$ cat src/rtl/slurm16_memory_arbiter_if.sv
// slurm16 memory arbiter master-side bus.
// Packed per-master request fields plus the shared read data.
interface slurm16_memory_arbiter_if #(
    parameter int BITS         = 16,
    parameter int ADDRESS_BITS = 16,
    parameter int N_MASTERS    = 4
);
    logic [N_MASTERS-1:0]              m_valid;
    logic [N_MASTERS-1:0]              m_wr;
    logic [N_MASTERS*ADDRESS_BITS-1:0] m_addr;
    logic [N_MASTERS*BITS-1:0]         m_wdata;
    logic [N_MASTERS-1:0]              m_ready;
    logic [BITS-1:0]                   m_rdata;

    modport master (
        output m_valid, m_wr, m_addr, m_wdata,
        input  m_ready, m_rdata
    );

    modport slave (
        input  m_valid, m_wr, m_addr, m_wdata,
        output m_ready, m_rdata
    );
endinterface

$ cat src/rtl/slurm16_memory_arbiter.sv
// slurm16 single-port SRAM arbiter: round-robin, bounded bursts.
// Optional CPU pre-emption: SLURM16_ARB_CPU_PRIORITY_EN.
module slurm16_memory_arbiter #(
    parameter int BITS         = 16,
    parameter int ADDRESS_BITS = 16,
    parameter int N_MASTERS    = 4,
    parameter int MAX_BURST    = 4
) (
    input  logic                    CLK,
    input  logic                    RST,
    slurm16_memory_arbiter_if.slave bus,
    output logic [ADDRESS_BITS-1:0] mem_addr,
    output logic [BITS-1:0]         mem_wdata,
    output logic                    mem_wr,
    input  logic [BITS-1:0]         mem_rdata,
    output logic [2:0]              grant_id,
    output logic                    busy
);
    typedef enum logic {IDLE, OWNED} state_t;

    localparam logic [7:0] LAST_BEAT = 8'(MAX_BURST - 1);
    localparam logic [2:0] LAST_IDX  = 3'(N_MASTERS - 1);

    state_t                  state, state_n;
    logic [2:0]              owner, owner_n;
    logic [2:0]              rr_ptr, rr_ptr_n;
    logic [7:0]              burst_cnt, burst_cnt_n;
    logic [ADDRESS_BITS-1:0] hold_addr, own_addr;
    logic [BITS-1:0]         hold_wdata, own_wdata;
    logic [N_MASTERS-1:0]    own_valid_vec, own_wr_vec;
    logic                    own_valid, own_wr;
    logic                    access, release_now, cpu_preempt;
    logic [2:0]              after_owner;

    // First requester at or after 'from', wrapping modulo N_MASTERS.
    function automatic logic [2:0] pick(
        input logic [N_MASTERS-1:0] req,
        input logic [2:0]           from
    );
        logic [2:0]           sel;
        logic                 hit;
        logic [N_MASTERS-1:0] sh;
        int                   idx;
        sel = from;
        hit = 1'b0;
        for (int i = 0; i < N_MASTERS; i++) begin
            idx = (int'(from) + i) % N_MASTERS;
            sh  = req >> idx;
            if (!hit && sh[0]) begin
                sel = 3'(idx);
                hit = 1'b1;
            end
        end
        return sel;
    endfunction

    // Owner's request fields muxed out of the packed buses.
    always_comb begin
        own_valid_vec = bus.m_valid >> owner;
        own_wr_vec    = bus.m_wr >> owner;
        own_valid     = own_valid_vec[0];
        own_wr        = own_wr_vec[0];
        own_addr      = ADDRESS_BITS'(bus.m_addr >> (int'(owner) * ADDRESS_BITS));
        own_wdata     = BITS'(bus.m_wdata >> (int'(owner) * BITS));
        after_owner   = (owner == LAST_IDX) ? 3'd0 : owner + 3'd1;
    end

    // Next-state: grant from IDLE, burst counting and release/hand-over.
    always_comb begin
        state_n     = state;
        owner_n     = owner;
        rr_ptr_n    = rr_ptr;
        burst_cnt_n = burst_cnt;
        access      = 1'b0;
        release_now = 1'b0;
        cpu_preempt = 1'b0;
        unique case (state)
            IDLE: begin
                if (|bus.m_valid) begin
                    state_n     = OWNED;
                    owner_n     = pick(bus.m_valid, rr_ptr);
                    burst_cnt_n = '0;
                end
            end
            OWNED: begin
                access = own_valid;
`ifdef SLURM16_ARB_CPU_PRIORITY_EN
                cpu_preempt = bus.m_valid[0] && (owner != 3'd0);
`endif
                if (access) burst_cnt_n = burst_cnt + 8'd1;
                release_now = !own_valid || (burst_cnt == LAST_BEAT)
                            || cpu_preempt;
                if (release_now) begin
                    rr_ptr_n    = after_owner;
                    burst_cnt_n = '0;
                    if (cpu_preempt) owner_n = 3'd0;
                    else if (|bus.m_valid)
                        owner_n = pick(bus.m_valid, after_owner);
                    else state_n = IDLE;
                end
            end
            default: state_n = IDLE;
        endcase
    end

    // Outputs: reset suppresses any access or write in the same cycle.
    always_comb begin
        busy        = (state == OWNED);
        grant_id    = owner;
        mem_addr    = busy ? own_addr : hold_addr;
        mem_wdata   = busy ? own_wdata : hold_wdata;
        mem_wr      = access & own_wr & ~RST;
        bus.m_ready = RST ? '0 : (N_MASTERS'(access) << owner);
        bus.m_rdata = mem_rdata;
    end

    // Arbitration state register.
    always_ff @(posedge CLK) begin
        if (RST) begin
            state     <= IDLE;
            owner     <= '0;
            rr_ptr    <= '0;
            burst_cnt <= '0;
        end else begin
            state     <= state_n;
            owner     <= owner_n;
            rr_ptr    <= rr_ptr_n;
            burst_cnt <= burst_cnt_n;
        end
    end

    // Keep the last driven SRAM address/data stable while idle.
    always_ff @(posedge CLK) begin
        if (busy) begin
            hold_addr  <= own_addr;
            hold_wdata <= own_wdata;
        end
    end
endmodule

$ cat src/flat_wrapper.sv
// flat-port wrapper written by rule: the top's interface ports become plain ports
module slurm16_memory_arbiter_flat 
#(
    parameter int BITS         = 16,
    parameter int ADDRESS_BITS = 16,
    parameter int N_MASTERS    = 4,
    parameter int MAX_BURST    = 4
)
  (CLK, RST, mem_addr, mem_wdata, mem_wr, mem_rdata, grant_id, busy, bus_m_valid, bus_m_wr, bus_m_addr, bus_m_wdata, bus_m_ready, bus_m_rdata);
  slurm16_memory_arbiter_if #(.BITS(BITS), .ADDRESS_BITS(ADDRESS_BITS), .N_MASTERS(N_MASTERS)) bus_i ();
  input  logic CLK;
  input  logic RST;
  output logic [ADDRESS_BITS-1:0] mem_addr;
  output logic [BITS-1:0] mem_wdata;
  output logic mem_wr;
  input  logic [BITS-1:0] mem_rdata;
  output logic [2:0] grant_id;
  output logic busy;
  input wire logic [$bits(bus_i.m_valid)-1:0] bus_m_valid;
  input wire logic [$bits(bus_i.m_wr)-1:0] bus_m_wr;
  input wire logic [$bits(bus_i.m_addr)-1:0] bus_m_addr;
  input wire logic [$bits(bus_i.m_wdata)-1:0] bus_m_wdata;
  output wire logic [$bits(bus_i.m_ready)-1:0] bus_m_ready;
  output wire logic [$bits(bus_i.m_rdata)-1:0] bus_m_rdata;
  assign bus_i.m_valid = bus_m_valid;
  assign bus_i.m_wr = bus_m_wr;
  assign bus_i.m_addr = bus_m_addr;
  assign bus_i.m_wdata = bus_m_wdata;
  assign bus_m_ready = bus_i.m_ready;
  assign bus_m_rdata = bus_i.m_rdata;
  slurm16_memory_arbiter #(.BITS(BITS), .ADDRESS_BITS(ADDRESS_BITS), .N_MASTERS(N_MASTERS), .MAX_BURST(MAX_BURST)) u_core (.CLK(CLK), .RST(RST), .bus(bus_i), .mem_addr(mem_addr), .mem_wdata(mem_wdata), .mem_wr(mem_wr), .mem_rdata(mem_rdata), .grant_id(grant_id), .busy(busy));
endmodule
$ cat config.mk
export PLATFORM = sky130hd
export DESIGN_NAME = slurm16_memory_arbiter_flat
export DESIGN_NICKNAME = d
export VERILOG_FILES = /design/src/rtl/slurm16_memory_arbiter_if.sv /design/src/rtl/slurm16_memory_arbiter.sv /design/src/flat_wrapper.sv
export SDC_FILE = /design/constraint.sdc
export NUM_CORES = 1
export LEC_CHECK = 0
export CAP_MARGIN = 20
export CORE_MARGIN = 2
export CORE_UTILIZATION = 39
export CTS_CLUSTER_DIAMETER = 50
export DETAILED_ROUTE_END_ITERATION = 8
export PLACE_DENSITY = 0.87
export SYNTH_ARGS = -nofsm -noshare
export SYNTH_HDL_FRONTEND = slang
export SYNTH_SLANG_ARGS = --single-unit
export TNS_END_PERCENT = 10
$ cat constraint.sdc
create_clock -name CLK -period 5.26 [get_ports CLK]
set_input_delay 1.578 -clock CLK [delete_from_list [all_inputs] [get_ports CLK]]
set_output_delay 1.578 -clock CLK [all_outputs]
set_load 0.005 [all_outputs]
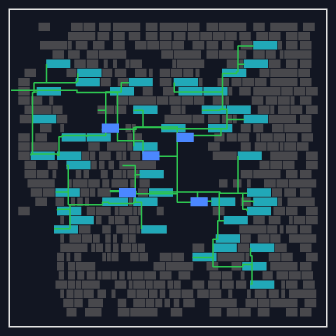
*Clock wires, drivers and flops*
[blue] cells driving clock nets | count: 5
[cyan] flip-flops | count: 46
[green] clock wires | length: 545 µm
routed clock nets	6
Setup Skew: 0.007229 ns
clock latency on the worst-skew pair: 0.29 ns
Clk. pwr: 265 µW
proportion of power drawn by the clock network: 0.178

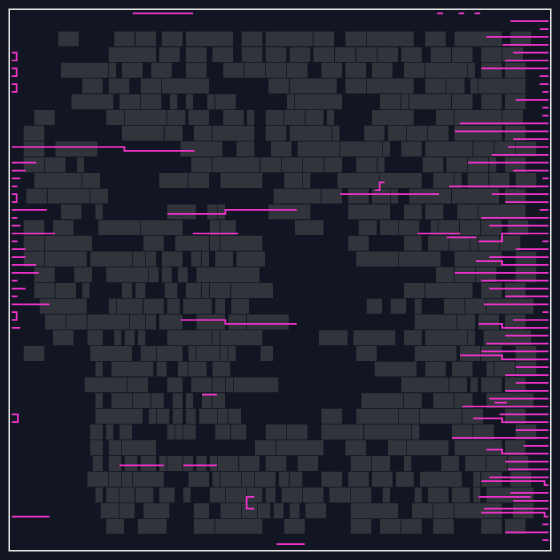
*Met3 routing*
longest straight run	19.3 µm
wire length on this layer	769 µm
main direction	horizontal
share of all routed wire	7.9%
nets with wire on the layer	105
global routing usage on met3: 0.05238
via count: 2997
final routed wirelength across all metal layers: 9706 µm

## layout by cell type, fill, tap and decap left out, drive strengths merged, types with 2 or more instances in the layout
cell	instances
a311oi	4
a21oi	10
o2bb2ai	32
and2b	3
clkdlybuf4s50	178
mux4	35
o311a	4
and3	3
mux2i	4
nor2	15
nand2	5
nand2b	11
nand3	2
clkbuf	6
inv	37
or3	2
dfxtp	46
o21ai	6
buf	10
nor2b	4
o22ai	2
ha	2
nor3	11
## logic make-up after synthesis
| group | Yosys count | share of synthesized area |
|---|---|---|
| buffers and inverters | 76 | 0.1285 |
| AND-OR/OR-AND | 70 | 0.1851 |
| AND/OR/NAND/NOR | 61 | 0.1144 |
| flip-flops | 46 | 0.2955 |
| multiplexers | 39 | 0.2658 |
| adder cells (fa/ha/maj) | 2 | 0.008028 |
| XOR/XNOR | 1 | 0.002811 |
## worst paths after layout
path                          from               endpoint  slack [ns]  cells past startpoint
min reg2reg  u_core.hold_wdata[12]  u_core.hold_wdata[12]        0.47                      1
max                 bus_m_valid[1]         bus_m_ready[2]        0.20                      6
max reg2reg     u_core.grant_id[0]     u_core.grant_id[0]        2.36                      8
min          u_core.hold_wdata[12]  u_core.hold_wdata[12]        0.47                      1
## stage by stage
step / hold slack [ns] / util
2_1_floorplan: 0.4435 / -
3_3_place_gp: 0.4449 / 0.6282
3_5_place_dp: 0.4512 / 0.6282
4_1_cts: 0.4712 / 0.6428
5_1_grt: 0.4908 / 0.6428
6_report: 0.4651 / 0.6428
## registers in the layout (all words and copies together) (netlist names)
signal	count
u_core.rr_ptr	2
u_core.hold_wdata	16
u_core.busy	1
u_core.burst_cnt	8
u_core.grant_id	3
u_core.hold_addr	16
==> results.json <==
{
  "dpl.hpwl_um": 7594,
  "clockBufferDepth": 2,
  "cts_tree": "done",
  "post-layout-total-power_uw": 1490,
  "actual_slew_at_the_worst_max_slew_pin_ns": 0.7635,
  "grt_util_all_layers": 0.2090,
  "cts-htree-levels": 2,
  "maxUsedRoutingLayer": "met4",
  "fin_area_mm2": 0.004967,
  "final-nonclk-buf-share": 0.3763,
  "syn_area_mm2": 0.003117,
  "antenna_cells": 0,
  "cpLargestDelayFamily": "buffers and inverters",
  "num-nonclk-inverters": 37,
  "met3_wirelength_um": 769,
  "grt_max_degree": 28,
  "syn2layout_area_growth_pct": 59.37,
  "min_period_over_period": 0.9626,
  "cellLeakagePower_uw": 0.001864,
  "synth_largest_type_area_fraction": 0.2955,
  "clkTransAtPathRegs_ns": 0.08,
  "pre_place_util": 0.4033,
  "worst_setup_path_start_kind": "input port",
  "detailedRoute.firstPassIterationCount": 4,
  "worst-setup-path-type": "input port to output port",
  "detail_route.wl_per_cell_um": 17.55,
  "die_h_um": 93.40,
  "ant_nets": 0,
  "die_w_um": 93.40,
  "top_achievable_clock_speed_ghz": 0.1975,
  "ctsRootBufferMaster": "clkbuf_8",
  "layout.nets": 607,
  "clock-sinks": 46,
  "critical_path.most_common_cell": "clkdlybuf4s50_1",
  "final-instance-count-excl-fill": 553,
  "yosys.stat.chipArea_mm2": 0.003117,
  "synth_stat.cells": 295,
  "worst_slack_ns": 0.1967,
  "period_minus_slack_ns": 5.063,
  "place.gp.congestion": 0.8637,
  "yosysUniqueCellTypes": 52,
  "nWellTaps": 102,
  "worst_hold_path_type": "register to register",
  "io_port_bufs": 178,
  "synth_nets": 451,
  "grt.busiest_layer": "met2",
  "synth.top_cells.by_area": "dfxtp_1, mux4_2, o2bb2ai_1, inv_1, buf_4",
  "status": "completed",
  "hold_buffers": 0,
  "grt_use_met1": 0.2566,
  "synth_cells": 295,
  "layout.cells.largest_class": "buffers",
  "std_cell_rows": 32,
  "timing.max_slew.rel_slack": 0.4863,
  "max_stage_delay_on_crit_path_ns": 0.55,
  "power.switching_uw": 455.7,
  "wire_length_of_the_first_global_routing_pass_um": 14520,
  "max_cap_violations": 0,
  "power.density_cell_area_mw_per_mm2": 300.0,
  "dr_wl_met2_um": 4952,
  "dpl-instance-area_mm2": 0.004855,
  "synth-async-reset-ratio": 0,
  "proportion_of_synthesized_chip_area_in_sequential_cells": 0.2955,
  "worst-endpoint-arrival_ns": 3.49,
  "synth.avg_cell_area_um2": 10.57,
  "rsz0062_at_grt": "no",
  "power_in_sequential_cells_uw": 489,
  "first_global_vias": 2985,
  "multi_input_comb_area_mm2": 0.001795,
  "ir_worst_vdd_v": 0.0001718,
  "critical_path_buf_inv_count": 2,
  "part_of_the_total_power_dissipated_in_sequential_elements": 0.328,
  "met1Wirelength_um": 3862,
  "most_common_cell": "dfxtp_1",
  "n_clock_buffer": 6,
  "layout.filler_cells": 601,
  "synthTopCellsByCount": "dfxtp_1, inv_1, mux4_2, o2bb2ai_1, buf_4",
  "cp_slowest_cell": "clkdlybuf4s50_1",
  "clock_area_frac": 0.02267,
  "post_cts.repair.setup_buffers": 0,
  "yosys_most_used_dff": "dfxtp_1",
  "endpoints_failing_setup": 0,
  "placed_cells": 546,
  "area.share.combinational": 0.3615,
  "intPower_uw": 1034,
  "openroad_warnings": 26,
  "post-route-drc-count": 0,
  "synth_area_leader_cell": "dfxtp_1",
  "place_ws_ns": 0.2104,
  "worstPathCellList": "clkdlybuf4s50_1, mux4_2, nand2b_1, or3_1, nor3_1, clkdlybuf4s50_1",
  "gr-total-overflow": 0,
  "cts_repair_resize_count": 0,
  "seq_share": 0.1859,
  "finalMaxSlewViolations": 0,
  "grt.met2_usage": 0.3705,
  "setup-tns-final_ns": 0,
  "enable_flop_cells": 0,
  "number_of_buffers_created_by_cts": 5,
  "endpoint_kind": "output port"
}
Power and IR drop assume default switching activity.
